===== src/rtl/program_loader.sv =====
// program_loader: length-prefixed byte stream to 32-bit instruction-memory writes, holds the core until loaded.
// Optional trailing XOR checksum with ERROR lock-up when PROGRAM_LOADER_CHECKSUM_EN is defined.
module program_loader #(
  parameter int ADDR_W = 8,
  parameter logic [ADDR_W-1:0] BASE_ADDR = '0
) (
  input  logic              clk,
  input  logic              rst,
  input  logic [7:0]        in_data,
  input  logic              in_valid,
  output logic              in_ready,
  input  logic              reload,
  output logic              im_we,
  output logic [ADDR_W-1:0] im_addr,
  output logic [31:0]       im_wdata,
  output logic              cpu_hold,
  output logic              done,
  output logic              error
);
  typedef enum logic [2:0] {LEN, DATA, WRITE, DONE, CSUM, ERROR} state_t;
`ifdef PROGRAM_LOADER_CHECKSUM_EN
  localparam state_t FIN = CSUM;
  logic [7:0] csum_q, csum_d;
`else
  localparam state_t FIN = DONE;
`endif
  state_t state_q, state_d;
  logic [7:0] n_q, n_d, idx_q, idx_d;
  logic [1:0] k_q, k_d;
  logic [31:0] wdata_q, wdata_d;
  logic ready_q, ready_d, xfer;
  always_comb begin
    state_d = state_q;
    n_d = n_q;
    idx_d = idx_q;
    k_d = k_q;
    wdata_d = wdata_q;
    xfer = in_valid & ready_q;
`ifdef PROGRAM_LOADER_CHECKSUM_EN
    csum_d = xfer ? csum_q ^ in_data : csum_q;
`endif
    case (state_q)
      LEN: if (xfer) begin
        n_d = in_data;
        idx_d = '0;
        k_d = '0;
        state_d = (in_data == 8'd0) ? FIN : DATA;
      end
      DATA: if (xfer) begin
        wdata_d[8*k_q +: 8] = in_data;
        k_d = k_q + 2'd1;
        state_d = (k_q == 2'd3) ? WRITE : DATA;
      end
      WRITE: begin
        idx_d = idx_q + 8'd1;
        state_d = (idx_q + 8'd1 == n_q) ? FIN : DATA;
      end
      DONE: if (reload) begin
        state_d = LEN;
`ifdef PROGRAM_LOADER_CHECKSUM_EN
        csum_d = '0;
`endif
      end
`ifdef PROGRAM_LOADER_CHECKSUM_EN
      CSUM: if (xfer) state_d = (in_data == csum_q) ? DONE : ERROR;
`endif
      default: state_d = state_q;
    endcase
    // ready is registered from the next state so it never depends combinationally on inputs
    ready_d = (state_d == LEN) || (state_d == DATA) || (state_d == CSUM);
  end
  always_ff @(posedge clk or negedge rst) begin
    if (!rst) begin
      state_q <= LEN;
      n_q <= '0;
      idx_q <= '0;
      k_q <= '0;
      wdata_q <= '0;
      ready_q <= 1'b0;
`ifdef PROGRAM_LOADER_CHECKSUM_EN
      csum_q <= '0;
`endif
    end else begin
      state_q <= state_d;
      n_q <= n_d;
      idx_q <= idx_d;
      k_q <= k_d;
      wdata_q <= wdata_d;
      ready_q <= ready_d;
`ifdef PROGRAM_LOADER_CHECKSUM_EN
      csum_q <= csum_d;
`endif
    end
  end
  assign in_ready = ready_q;
  assign im_we = state_q == WRITE;
  assign im_addr = BASE_ADDR + ADDR_W'(idx_q);
  assign im_wdata = wdata_q;
  assign cpu_hold = state_q != DONE;
  assign done = state_q == DONE;
`ifdef PROGRAM_LOADER_CHECKSUM_EN
  assign error = state_q == ERROR;
`else
  assign error = 1'b0;
`endif
endmodule


===== config.mk =====
export PLATFORM = sky130hd
export DESIGN_NAME = program_loader
export DESIGN_NICKNAME = d
export VERILOG_FILES = /design/src/rtl/program_loader.sv
export SDC_FILE = /design/constraint.sdc
export NUM_CORES = 1
export LEC_CHECK = 0
export CAP_MARGIN = 15
export CORE_AREA = 2 2 105 107
export CTS_BUF_LIST = sky130_fd_sc_hd__clkbuf_4
export DETAILED_ROUTE_END_ITERATION = 12
export DIE_AREA = 0 0 107 109
export PLACE_DENSITY_LB_ADDON = 0.1
export SETUP_SLACK_MARGIN = 0.4
export SYNTH_ARGS = -nofsm -noshare
export SYNTH_HDL_FRONTEND = slang
export SYNTH_SLANG_ARGS = --single-unit

===== constraint.sdc =====
create_clock -name clk -period 2.4 [get_ports clk]
set_input_delay 0.6 -clock clk [delete_from_list [all_inputs] [get_ports clk]]
set_output_delay 0.6 -clock clk [all_outputs]
set_load 0.05 [all_outputs]

==> notes.md, run 1 <==
Purpose: to document the outcome of synthesis and place and route.

Logic synthesis
The leading register cell type out of synthesis is sky130_fd_sc_hd__dfrtp_1. By instance count, the leading cell after synthesis is sky130_fd_sc_hd__nand2_1. The synthesis run shows the most used standard cells to be 85 x sky130_fd_sc_hd__nand2_1, 54 x sky130_fd_sc_hd__dfrtp_1, 36 x sky130_fd_sc_hd__nand3_1, 16 x sky130_fd_sc_hd__o21ai_0. The number of instances in the synthesized netlist is 277. The number of nets in the synthesized netlist is 296. Of all flip-flops after synthesis, the portion carrying an async set or reset was 100%. The warning tally printed by Yosys for this design is 0. Sequential cells were found to cover 52.1% of the synthesized design area.

Job
Warnings raised by the tools during the run amount to 33.

Worst setup path
Max fanout on the critical path was recorded as 2. The instance count on the critical path is 3. The peak per-stage delay on the critical path is 440 ps. The type of destination of the critical path is an output pin. The reg-to-reg endpoint is im_wdata[9]$_DFFE_PN0P_.

Layout
The proportion of layout cells with a drive suffix above 1 is 19.3%. The most common logic cell in the final layout is sky130_fd_sc_hd__nand2_1. 0 antenna diodes ended up in the layout.

Final timing
In this build the clock could be raised as far as 494 MHz. Subtracting the final worst setup slack from the clock period gives 2020 ps. Setup repair after global routing could not meet its margin everywhere. For the pin with the worst max-slew slack, the measured transition is 598 ps.

Hold path
The min-delay analysis places its worst path in the category input pin to async pin.

Run status
The flow ran to the end, and the final reports show no timing, DRC or antenna violations.

Drt
The detailed router reports a met3 wire length of 359 um. Per the detail_route report, routed wire per instance is 14.8 um. The final antenna-violating net count is 0.

Global routing
Entering global routing, the biggest net connects 36 pins. Global routing used 3.65% of the available met3 tracks. The wire length of the first global-routing pass is 12.2 mm.

Clock tree
The tree is rooted in a sky130_fd_sc_hd__clkbuf_4. CTS added clock buffers totalling 5.

Die
The core utilization at floorplan is 24.5%. The boundary pin count is 57.

Power and ir drop
The switching component of the power is 2.18 mW. The total power density per cell area is 1220 mW/mm^2. The power report puts the leakage power at 1.84 nW.

In this run, power in combinational logic comes to 2.43 mW.
==> run 1: cell families (layout without fill, tap and decap cells) <==
group / Yosys count / count (layout) / share of synthesized area (%)
flip-flops: 54 / 54 / 52.1
XOR/XNOR: 10 / 10 / 4.10
other: 1 / 1 / 0.145
multiplexers: 9 / 9 / 3.86
AND-OR/OR-AND: 27 / 27 / 6.22
adder cells (fa/ha/maj): 7 / 7 / 3.38
buffers and inverters: 15 / 96 / 2.80
AND/OR/NAND/NOR: 154 / 154 / 27.4
==> run 1: layout make-up <==
| class | count | area (um^2) |
|---|---|---|
| flip-flops and latches | 54 | 1360 |
| fillers | 1142 | 7050 |
| inverters | 5 | 27.5 |
| clock buffers | 6 | 45.0 |
| multi-input cells | 208 | 1180 |
| clock inverters | 2 | 8.76 |
| repair buffers | 83 | 759 |
| well taps | 140 | 175 |
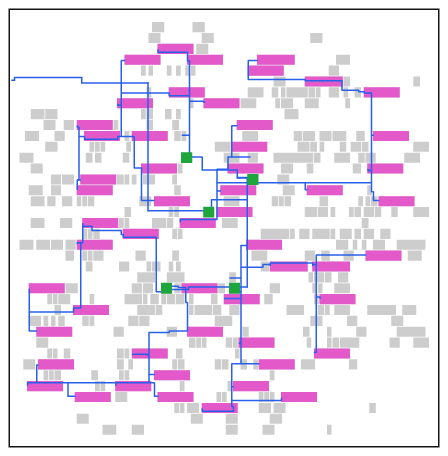
Run 1: clock distribution
Drawn at 4 px/um.
legend:
  green:
    item: cells driving clock nets
    count: 5
  magenta:
    item: flip-flops
    count: 54
  blue:
    item: clock wires
    length: 776 um
routed clock nets: 6

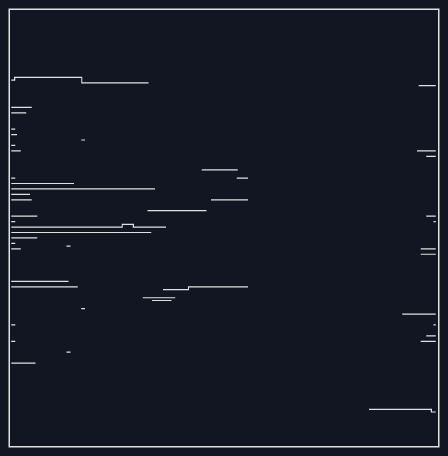
Run 1: M3 wires
Drawn at 4 px/um.
share of all routed wire: 4.9%
longest straight run: 35.6 um
wire length on this layer: 360 um
nets with wire on the layer: 41
main direction: horizontal

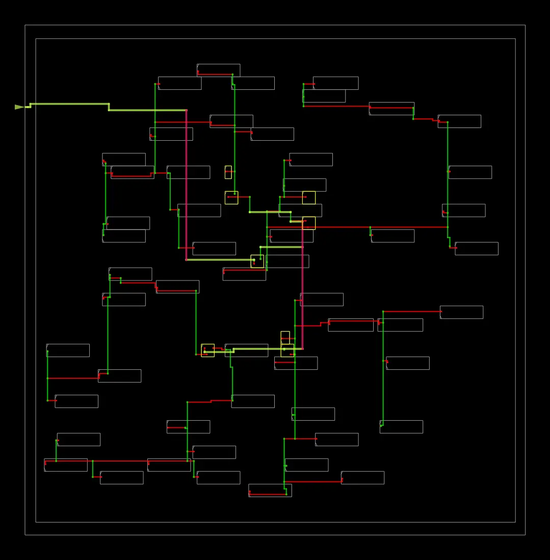
Run 1: the clock network
number of clock sinks seen by CTS: 54
flip-flops: 54
final setup skew: 15.7 ps
clock latency on the worst-skew pair: 380 ps

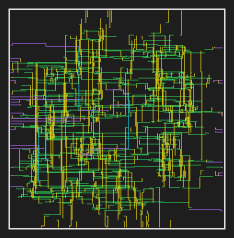
Run 1: wiring by layer
Drawn at 2 px/um.
legend:
  purple:
    layer: met3
    wire_length: 360 um
  cyan:
    layer: met4
    wire_length: 128 um
  green:
    layer: met1
    wire_length: 3770 um
  yellow:
    layer: met2
    wire_length: 3100 um

--- run 2 (diff from run 1) ---
- clock period: 2.4 -> 1.7 ns (I/O delays scaled with it)
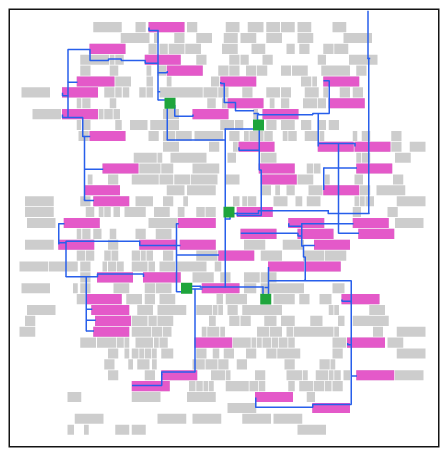
Run 2: clock distribution
Drawn at 4 px/um.
legend:
  magenta:
    item: flip-flops
    count: 54
  blue:
    item: clock wires
    length: 748 um
  green:
    item: cells driving clock nets
    count: 5
routed clock nets: 6

==> run 2 against run 1 <==
Net effect:
- the flow now finishes with violations (negative setup slack)
- power grew 100%
- wire length grew 10%
- cell count is 11% higher
- count of clock-buffer cells in the layout down 1
- sequential share of layout area down 10 points
- synthesized cell count unchanged
- non-clock buffer count increased by 56
- register-to-register slack worse by 700 ps
- critical path type unchanged
- critical endpoint unchanged
- largest cell class is now non-clock buffers
==> notes.md, run 2 <==
Purpose: to document the outcome of synthesis and place and route.

Logic synthesis
The simple-gate share of the synthesized area is 27.4% (unchanged). The number of instances in the synthesized netlist is 277 (unchanged). The fraction of synthesized area in multiplexers was 3.86% (unchanged). Most frequent cells after synthesis: 85 x sky130_fd_sc_hd__nand2_1, 54 x sky130_fd_sc_hd__dfrtp_1, 36 x sky130_fd_sc_hd__nand3_1, 16 x sky130_fd_sc_hd__o21ai_0 (unchanged).

The most area-hungry cell type in the Yosys netlist was sky130_fd_sc_hd__dfrtp_1 (unchanged). The post-synthesis instance area is 0.00259 mm^2 (unchanged). The area share of and-or/or-and cells after synthesis was 6.22% (unchanged).

The largest combinational cell category by area is simple AND/OR/NAND/NOR gates (unchanged). The adder and majority cell fraction of the synthesized area is 3.38% (unchanged). The number of nets in the synthesized netlist is 296 (unchanged). The yosys synthesis warning count is 0 (unchanged). The dominant cell by count in the synthesized netlist is sky130_fd_sc_hd__nand2_1 (unchanged). The sequential area share after synthesis is 52.1% (unchanged). The proportion of register bits with asynchronous set or reset after synthesis is 100% (unchanged).

Worst setup path
The top fanout value on the critical path was 2 (unchanged). The instance count on the critical path is 4 (was 3). The reg-to-reg endpoint is im_wdata[22]$_DFFE_PN0P_ (was im_wdata[9]$_DFFE_PN0P_). The type of destination of the critical path is an output pin (unchanged). The peak per-stage delay on the critical path was 450 ps (was 440 ps).

Run status
The checks that failed: negative setup slack. Status: finished with violations (was complete, no violations).

Layout
The number of antenna diodes was 0 (unchanged). The most frequent logic cell in the layout is sky130_fd_sc_hd__buf_4 (was sky130_fd_sc_hd__nand2_1).

Hold path
The class of the tightest hold or removal check is register to register (was input pin to async pin).

Die
The boundary pin count was 57 (unchanged). The core utilization at floorplan is 24.5% (unchanged).

Final timing
The smallest setup slack after layout is -255 ps (was 376 ps). The number of setup violations in the final report is 54 (was 0). The maximum clock skew at final layout is 20.0 ps (was 15.7 ps). Timing would allow up to 511 MHz. The minimum period implied by the final worst setup slack is 1960 ps.

Drt
The met3 layer wire length in the routed design is 278 um (was 359 um). The final antenna-violating net count was 0 (unchanged). The detailed-routing iteration count for the pre-antenna-repair pass is 4 (unchanged).

Global routing
The wire length of the first global-routing pass was 12.7 mm (was 12.2 mm). The met3 usage in global routing is 2.51% (was 3.65%). The pin count of the biggest net entering global routing is 55 (was 36). The number of antenna violations at the first check in global routing came to 0 (unchanged).

Power and ir drop
The leakage power total is 2.27 nW (was 1.84 nW). The total power density per cell area is 1800 mW/mm^2 (was 1220 mW/mm^2). The combinational group power came to 5.66 mW (was 2.43 mW).

The switching component of the power is 3.80 mW (was 2.18 mW).

Clock tree
The clock buffer count from CTS was 5 (unchanged). The insertion delay to the later sink of the worst-skew pair was 380 ps (about the same). The number of clock sinks seen by CTS is 54 (unchanged). The clock root buffer master was sky130_fd_sc_hd__clkbuf_4 (unchanged).
run 2: cell counts after synthesis:
No cell type changed its count.
run 2: through the flow:
step,instance area [um^2],worst slack (ps),utilization (%)
4_1_cts,4570,-286,43.1
3_3_place_gp,4030,-314,38.0
3_5_place_dp,4030,-289,38.0
5_1_grt,4880,-323,46.0
6_report,4880,-255,46.0
2_1_floorplan,2930,-13.8,-
run 2: cell type report:
class | count | area (um^2)
Timing Repair Buffer | 139 | 1600
Inverter | 5 | 37.5
Clock inverter | 3 | 63.8
Tap cell | 140 | 175
Multi-Input combinational cell | 208 | 1600
Sequential cell | 54 | 1370
Fill cell | 1017 | 5720
Clock buffer | 5 | 37.5
Power and IR drop assume default switching activity.
